$ cat src/rtl/bht_update_queue_if.sv
// Fetch/execute side signals of the BHT update queue: prediction pushes, branch
// resolves, the counter-array update strobe and queue status.
interface bht_update_queue_if #(
  parameter int s_index = 5
);
  // push/resolve/flush are single-cycle requests with no ready; the queue accepts
  // or ignores them in the same cycle and reports ignored requests through err.
  logic               push;
  logic [s_index-1:0] push_index;
  logic               push_pred;
  logic               resolve;
  logic               resolve_taken;
  logic               flush;
  logic               branch_res;
  logic [s_index-1:0] windex;
  logic               branch_taken;
  logic               mispredict;
  logic               full;
  logic               empty;
  logic               err;

  modport master (
    output push, push_index, push_pred, resolve, resolve_taken, flush,
    input  branch_res, windex, branch_taken, mispredict, full, empty, err
  );

  modport slave (
    input  push, push_index, push_pred, resolve, resolve_taken, flush,
    output branch_res, windex, branch_taken, mispredict, full, empty, err
  );
endinterface

$ cat src/rtl/bht_update_queue.sv
// In-flight branch queue between fetch predictions and BHT counter updates.
// Optional saturating statistics counters are enabled with BHT_UPDQ_STATS_EN.
module bht_update_queue #(
  parameter int s_index = 5,
  parameter int depth   = 4
) (
  input  logic                clk,
  input  logic                rst_n,
  bht_update_queue_if.slave   bus
`ifdef BHT_UPDQ_STATS_EN
  ,
  output logic [15:0]         resolved_cnt,
  output logic [15:0]         mispred_cnt
`endif
);
  localparam int aw = (depth > 1) ? $clog2(depth) : 1;

  logic [aw-1:0]      head;
  logic [aw-1:0]      tail;
  logic [aw:0]        count;
  logic [s_index-1:0] idx_mem [depth];
  logic [depth-1:0]   pred_mem;

  logic               full_w;
  logic               empty_w;
  logic               accept_res;
  logic               accept_push;
  logic               mispred_now;
  logic               err_set;

  logic               branch_res_q;
  logic [s_index-1:0] windex_q;
  logic               branch_taken_q;
  logic               mispredict_q;
  logic               err_q;

  assign full_w      = (count == (aw+1)'(depth));
  assign empty_w     = (count == '0);
  assign accept_res  = bus.resolve && !empty_w;
  // A full queue still takes a push when the head leaves in the same cycle.
  assign accept_push = bus.push && (!full_w || accept_res);
  assign mispred_now = accept_res && (pred_mem[head] != bus.resolve_taken);
  assign err_set     = (bus.resolve && empty_w) || (bus.push && full_w && !accept_res);

  always_ff @(posedge clk) begin
    if (accept_push && !bus.flush && !mispred_now) begin
      idx_mem[tail]  <= bus.push_index;
      pred_mem[tail] <= bus.push_pred;
    end
  end

  always_ff @(posedge clk or negedge rst_n) begin
    if (!rst_n) begin
      head           <= '0;
      tail           <= '0;
      count          <= '0;
      branch_res_q   <= 1'b0;
      windex_q       <= '0;
      branch_taken_q <= 1'b0;
      mispredict_q   <= 1'b0;
      err_q          <= 1'b0;
    end else if (bus.flush) begin
      head         <= '0;
      tail         <= '0;
      count        <= '0;
      branch_res_q <= 1'b0;
      mispredict_q <= 1'b0;
    end else begin
      branch_res_q <= accept_res;
      mispredict_q <= mispred_now;
      if (accept_res) begin
        windex_q       <= idx_mem[head];
        branch_taken_q <= bus.resolve_taken;
      end
      if (err_set) err_q <= 1'b1;
      // A wrong prediction squashes every younger entry, including one arriving now.
      if (mispred_now) begin
        head  <= '0;
        tail  <= '0;
        count <= '0;
      end else begin
        if (accept_push) tail <= tail + aw'(1);
        if (accept_res)  head <= head + aw'(1);
        case ({accept_push, accept_res})
          2'b10:   count <= count + (aw+1)'(1);
          2'b01:   count <= count - (aw+1)'(1);
          default: count <= count;
        endcase
      end
    end
  end

`ifdef BHT_UPDQ_STATS_EN
  always_ff @(posedge clk or negedge rst_n) begin
    if (!rst_n) begin
      resolved_cnt <= '0;
      mispred_cnt  <= '0;
    end else if (!bus.flush) begin
      if (accept_res && resolved_cnt != 16'hFFFF) resolved_cnt <= resolved_cnt + 16'd1;
      if (mispred_now && mispred_cnt != 16'hFFFF)  mispred_cnt  <= mispred_cnt + 16'd1;
    end
  end
`endif

  assign bus.branch_res   = branch_res_q;
  assign bus.windex       = windex_q;
  assign bus.branch_taken = branch_taken_q;
  assign bus.mispredict   = mispredict_q;
  assign bus.full         = full_w;
  assign bus.empty        = empty_w;
  assign bus.err          = err_q;
endmodule
$ cat src/flat_wrapper.sv
// flat-port wrapper written by rule: the top's interface ports become plain ports
module bht_update_queue_flat 
#(
  parameter int s_index = 5,
  parameter int depth   = 4
)
  (clk, rst_n, bus_push, bus_push_index, bus_push_pred, bus_resolve, bus_resolve_taken, bus_flush, bus_branch_res, bus_windex, bus_branch_taken, bus_mispredict, bus_full, bus_empty, bus_err);
  bht_update_queue_if #(.s_index(s_index)) bus_i ();
  input  logic clk;
  input  logic rst_n;
  input wire logic [$bits(bus_i.push)-1:0] bus_push;
  input wire logic [$bits(bus_i.push_index)-1:0] bus_push_index;
  input wire logic [$bits(bus_i.push_pred)-1:0] bus_push_pred;
  input wire logic [$bits(bus_i.resolve)-1:0] bus_resolve;
  input wire logic [$bits(bus_i.resolve_taken)-1:0] bus_resolve_taken;
  input wire logic [$bits(bus_i.flush)-1:0] bus_flush;
  output wire logic [$bits(bus_i.branch_res)-1:0] bus_branch_res;
  output wire logic [$bits(bus_i.windex)-1:0] bus_windex;
  output wire logic [$bits(bus_i.branch_taken)-1:0] bus_branch_taken;
  output wire logic [$bits(bus_i.mispredict)-1:0] bus_mispredict;
  output wire logic [$bits(bus_i.full)-1:0] bus_full;
  output wire logic [$bits(bus_i.empty)-1:0] bus_empty;
  output wire logic [$bits(bus_i.err)-1:0] bus_err;
  assign bus_i.push = bus_push;
  assign bus_i.push_index = bus_push_index;
  assign bus_i.push_pred = bus_push_pred;
  assign bus_i.resolve = bus_resolve;
  assign bus_i.resolve_taken = bus_resolve_taken;
  assign bus_i.flush = bus_flush;
  assign bus_branch_res = bus_i.branch_res;
  assign bus_windex = bus_i.windex;
  assign bus_branch_taken = bus_i.branch_taken;
  assign bus_mispredict = bus_i.mispredict;
  assign bus_full = bus_i.full;
  assign bus_empty = bus_i.empty;
  assign bus_err = bus_i.err;
  bht_update_queue #(.s_index(s_index), .depth(depth)) u_core (.clk(clk), .rst_n(rst_n), .bus(bus_i));
endmodule
$ cat config.mk
export PLATFORM = sky130hd
export DESIGN_NAME = bht_update_queue_flat
export DESIGN_NICKNAME = d
export VERILOG_FILES = /design/src/rtl/bht_update_queue_if.sv /design/src/rtl/bht_update_queue.sv /design/src/flat_wrapper.sv
export SDC_FILE = /design/constraint.sdc
export NUM_CORES = 1
export LEC_CHECK = 0
export CAP_MARGIN = 10
export CELL_PAD_IN_SITES_DETAIL_PLACEMENT = 1
export CELL_PAD_IN_SITES_GLOBAL_PLACEMENT = 1
export CORE_ASPECT_RATIO = 1.2
export CORE_MARGIN = 4
export CORE_UTILIZATION = 45
export CTS_BUF_LIST = sky130_fd_sc_hd__clkbuf_2 sky130_fd_sc_hd__clkbuf_4 sky130_fd_sc_hd__clkbuf_8
export DETAILED_ROUTE_END_ITERATION = 10
export GPL_TIMING_DRIVEN = 0
export PLACE_DENSITY = 0.76
export SLEW_MARGIN = 15
export SYNTH_ARGS = -nofsm -noshare
export SYNTH_HDL_FRONTEND = slang
export SYNTH_SLANG_ARGS = --single-unit
$ cat constraint.sdc
create_clock -name clk -period 4.35 [get_ports clk]
set_clock_uncertainty 0.05 [all_clocks]
set_input_delay 0.87 -clock clk [delete_from_list [all_inputs] [get_ports clk]]
set_output_delay 0.87 -clock clk [all_outputs]
set_load 0.02 [all_outputs]
==> GITHUB_STEP_SUMMARY <==
### Metrics collected by this job

| Metric | Value |
|---|---|
| Cell Area, Synth | `0.00185 mm2` |
| Worst hold start | `u_core.bus.err` |
| Mux area share | `0.143` |
| Worst-margin pin slew | `768 ps` |
| GRT overflow | `0` |
| Peak supply drop | `0.000281 V` |
| Nets | `166` |
| Chip area in the Yosys report | `0.00185 mm2` |
| Final Hold Viols | `0` |
| Final setup vio count | `0` |
| Sequential group share of total power | `0.401` |
| Max Buffers Root-to-Sink | `2` |
| Comb area leader | `multiplexers` |
| Yosys top cell by area | `edfxtp_1` |
| Clk sink count | `40` |
| Post-Syn Nets | `139` |
| Worst stage delay on the critical path | `670 ps` |
| Top sig layer | `met4` |
| CP endpoint | `bus_empty` |
| Yosys cell types | `40` |
| Comb pwr share | `0.363` |
| Logic power comb | `459 uW` |
| Slowest-stage cell, CP | `clkdlybuf4s50_1` |
| Buf/Inv on CP | `2` |
| CP Capture Type | `primary output` |
| Worst Hold Class | `flip-flop to flip-flop` |
| Top reg by flops | `u_core.idx_mem` |
| First-pass GRT wire length | `5.93 mm` |
| WP data arrival | `1870 ps` |
| Final ANT Viol Nets | `0` |
| Cell count listed in synth_stat.txt | `122` |
| Most instantiated cells after synthesis | `edfxtp_1 (24), dfrtp_1 (16), nor2_1 (8)` |
| Clock network power share | `0.236` |
| DR vias/cell | `5.30` |
| Worst Hold Path EP | `u_core.bus.err` |
| CTS Hold Bufs | `0` |
| Dominant logic cell types in the final layout | `edfxtp_1 (24), clkdlybuf4s50_1 (20), dfrtp_1 (16)` |
| DR pass1 iterations | `4` |
| IO Pins | `23` |
| Slew HR | `0.486` |
| Met1 Track Usage GR | `0.177` |
| Vias in the first global route | `1186` |
| Async S/R FF share, synth | `0.400` |
| Min cycle time layout | `2790 ps` |
| Chip Area | `0.00520 mm2` |
| Met2 wire len | `1.95 mm` |
| Num CTS Buffers | `5` |
| Worst r2r dst | `u_core.count[1]` |
| Post-synthesis adder-cell area fraction | `0.0379` |
| Area post-placement | `0.00211 mm2` |
| Crit. path cell count | `3` |
| Total global-route track usage | `0.160` |
| RSZ-0062 raised after global routing | `no` |
| # resized after CTS | `0` |
| CORE AREA | `0.00394 mm2` |
| Top cell type by instance count after synthesis | `edfxtp_1` |
| Switching portion of total power | `0.326` |
| Top FF cell, synth | `edfxtp_1` |
| Max-area cell share | `0.390` |
| Critical path launch point | `u_core.count[1]` |
| Setup bufs post-CTS | `0` |
| WL final | `3.57 mm` |
| P_int | `853 uW` |
| Most Used Layer, Global Route | `met2` |
| Synth Seq Share | `0.607` |
| R2r worst-path depth | `7` |
| Post-synthesis xor/xnor area fraction | `0.00474` |
| Fill count | `395` |
| Crit path max-delay family | `buffers and inverters` |
| Status | `finished clean` |
| Launching point of the worst reg2reg path | `u_core.count[0]` |
| Reg2Reg Setup Slack | `1890 ps` |
| Syn_area_per_cell | `15.1 um2` |
| Top Consumer | `registers` |
| Startpoint types | `flip-flop` |
| WHS | `419 ps` |
| Pleak | `0.000825 uW` |
| Highest clock rate | `358 MHz` |
| CTS tree | `done` |
| Worst path required time | `3430 ps` |
| Clock transition at path regs | `70 ps` |
| Crit-path cells | `buf_2 -> nor3_1 -> clkdlybuf4s50_1` |
| Post-Syn Instances | `122` |
| Root Buffer | `clkbuf_8` |
| Setup Total Neg Slack | `0 ps` |
| Initial antenna violation count | `0` |
| Antenna diodes | `0` |
| Largest net degree at the start of global routing | `17` |
| Fp_density | `0.469` |
| Post-synth EDFFs | `24` |
| Synth Area in Compound Gates | `0.0921` |
| Share of cells above drive strength 1 | `0.193` |
| Initial drt markers | `44` |
| Rows | `25` |
| Remaining DRCs | `0` |
| Yosys synthesis warning count | `0` |
| Post-layout period usage | `0.641` |
| Yosys simple share | `0.0901` |
| Max reg flops | `20` |
| Later-pin clock latency in the skew report | `300 ps` |
| Crit Path Category | `flip-flop to primary output` |
| Cell area after layout | `0.00223 mm2` |
-- layout make-up --
type	instances	area (um2)	share of cell area
flip-flops and latches	40	1120	0.504
multi-input cells	73	679	0.305
repair buffers	20	200	0.0899
clock buffers	5	68.8	0.0309
well taps	54	67.6	0.0304
clock inverters	3	42.5	0.0191
plain buffers	6	35.0	0.0157
inverters	3	11.3	0.00506
-- metrics by stage --
step | std cells | util | setup WS [ps] | power [uW]
floorplan | 122 | - | 1840 | 808
global placement | 196 | 0.537 | 1410 | 951
detailed placement | 196 | 0.537 | 1330 | 980
CTS | 204 | 0.565 | 1520 | 1280
global route | 204 | 0.565 | 1410 | 1350
finish | 204 | 0.565 | 1560 | 1260
**Signal wires by layer**

Two of the layers only.
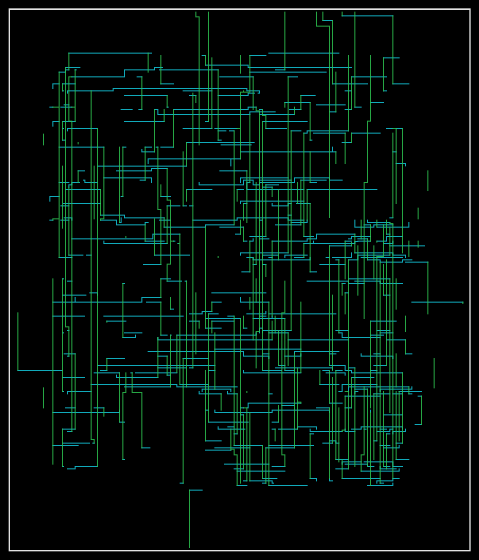
| layer | color | wire length |
|---|---|---|
| met1 | cyan | 1380 um |
| met2 | green | 1950 um |
via count: 1081
Routed WL per cell: 17.5 um

**Gate-type map**

Scale bar: 20 um.
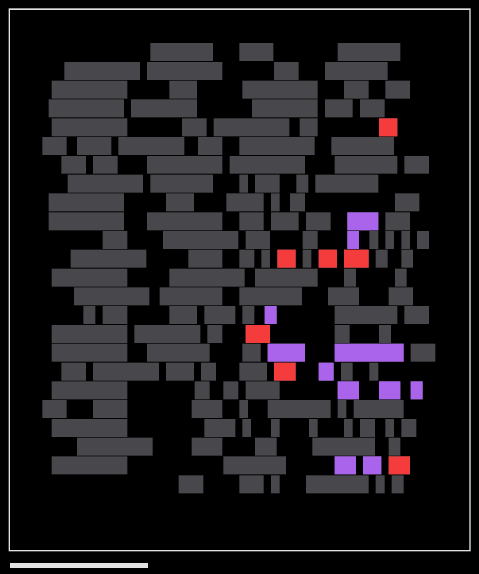
| family | color | cells | most used |
|---|---|---|---|
| AND-OR and OR-AND gates | red | 7 | o21a_1 |
| inverting AOI/OAI gates | purple | 11 | a21oi_1 |
combinational share of cell area: 0.305
Commonest Layout Cell: edfxtp_1
non-filler cells, final: 204

**Where the registers sit**

Scale bar: 20 um.
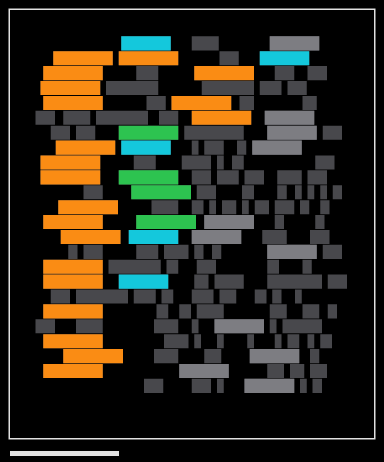
| netlist name | color | placed flops |
|---|---|---|
| u_core.idx_mem | orange | 20 |
| u_core.pred_mem | green | 4 |
| u_core.bus.windex | cyan | 5 |
not colored: 11
final core occ: 0.565
P_seq: 507 uW
sequential cell area share: 0.504
Flop area: 0.00112 mm2

**Clock routing**

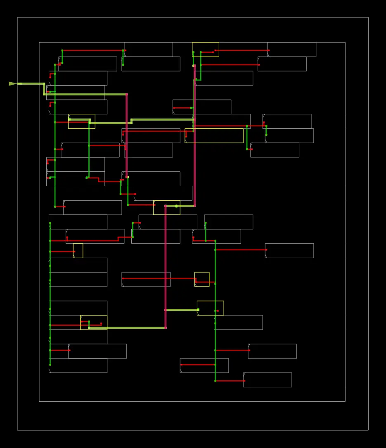
clk_buf instances: 5
Clock net power: 299 uW

**I/O pins on the die edge**

Pins as bars across the die edge, other pins in gray.
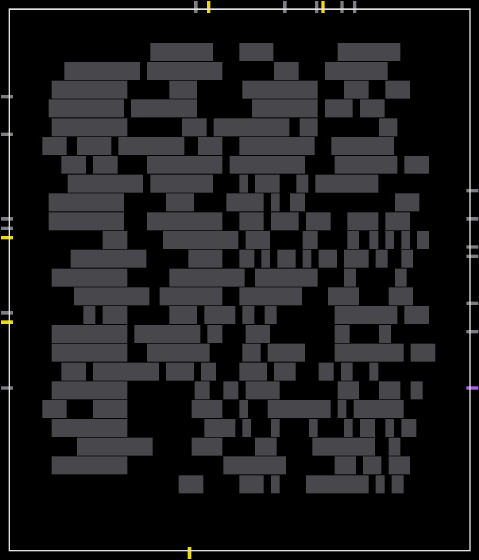
| port | color | pins | direction | edge |
|---|---|---|---|---|
| bus_windex | yellow | 5 | output | 2 north, 2 west, 1 south |
| bus_empty | purple | 1 | output | east |
all pins by edge: 8 west, 7 north, 7 east, 1 south
chip height: 78.2 um
port bufs: 20
Die X: 66.5 um

Power figures rest on the tool's default switching activity, not on a simulated workload.
